Design uart_rx, sky130hd; sources not shown.
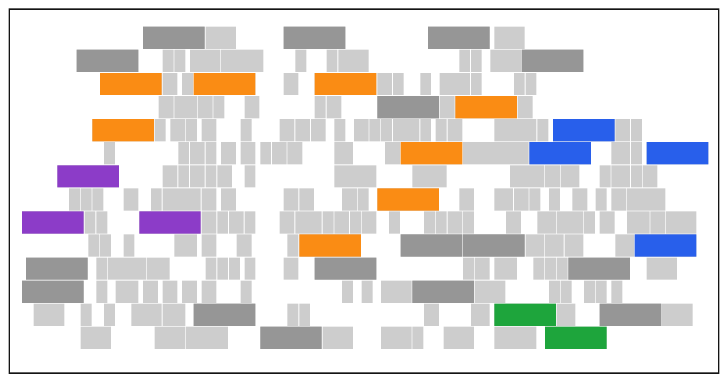
*Sequential cells grouped by signal name*
Other sequential cells in the stronger grey, the rest of the logic in the fainter grey.
| colour | signal | placed flops |
|---|---|---|
| blue | `cnt_q` | 4 |
| orange | `shreg_q` | 8 |
| green | `sync_q` | 2 |
| purple | `bitidx_q` | 3 |
register share of the cell area: 37.2%
final core utilization: 57.6%

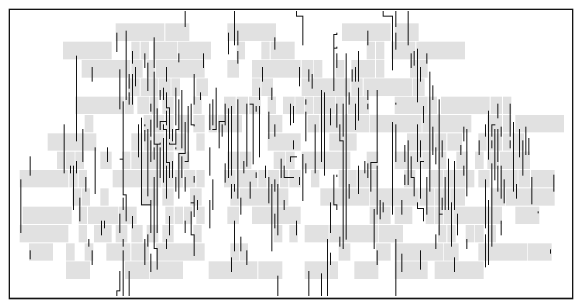
*Metal 2*
longest straight run: 27.5 µm
main direction: vertical
nets with wire on the layer: 173
WL final: 3.03 mm
met2 GRT Util: 24.8%

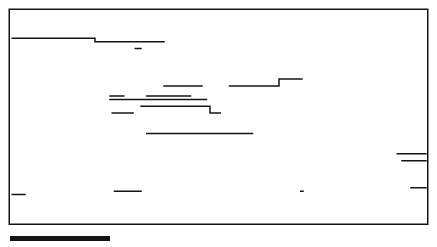
*Metal 3*
Scale bar: 20 µm.
share of all routed wire: 5.0%
main direction: horizontal
DR vias: 1293
Global Route met3 Usage: 5.84%

==> flow_summary.toml <==
# physical design summary
[worst_setup_path]
reg2reg_depth = 7
cp.arrival_ns = 2.19
critPathLaunchType = "input port"
cp_top_family = "buffers and inverters"

[route]
ant_nets = 0
wl_met3_um = 150

[synth]
synth-edff-count = 0
ys_sh_adder_pct = 2.51
ys_seq_share_pct = 44.3
ys_async_sr_fraction_pct = 0
yosysTopAreaCell = "dfxtp_1"
compound_area_share_pct = 16.5

[status]
status = "complete, no violations"

[global_routing]
grt_start_max_net_pins = 19
grt_busiest_layer = "met1"
grt_pass1_wl_mm = 5.00

[die]
die_w_um = 83.5
rows = 14

[pwr]
ir_drop_v = 0.000300
power_switching_mw = 0.218
pg_comb_mw = 0.0727
top_power_group = "registers"

[sta]
fin_tns_setup_ns = 0
holdWs_ns = 0.308

[layout]
register_area_um2 = 661
fin_cells = 260
fillers = 282
layout-drive-gt1-share_pct = 11.8

[run]
maxCapViolCount = 0

[placement]
hpwl_mm = 2.17
dp_slack_ns = 0.615

[clock_network]
cts_sinks = 33
cts.clk_slew.worst_paths_ns = 0.06
postCtsSetupRepairBufs = 0
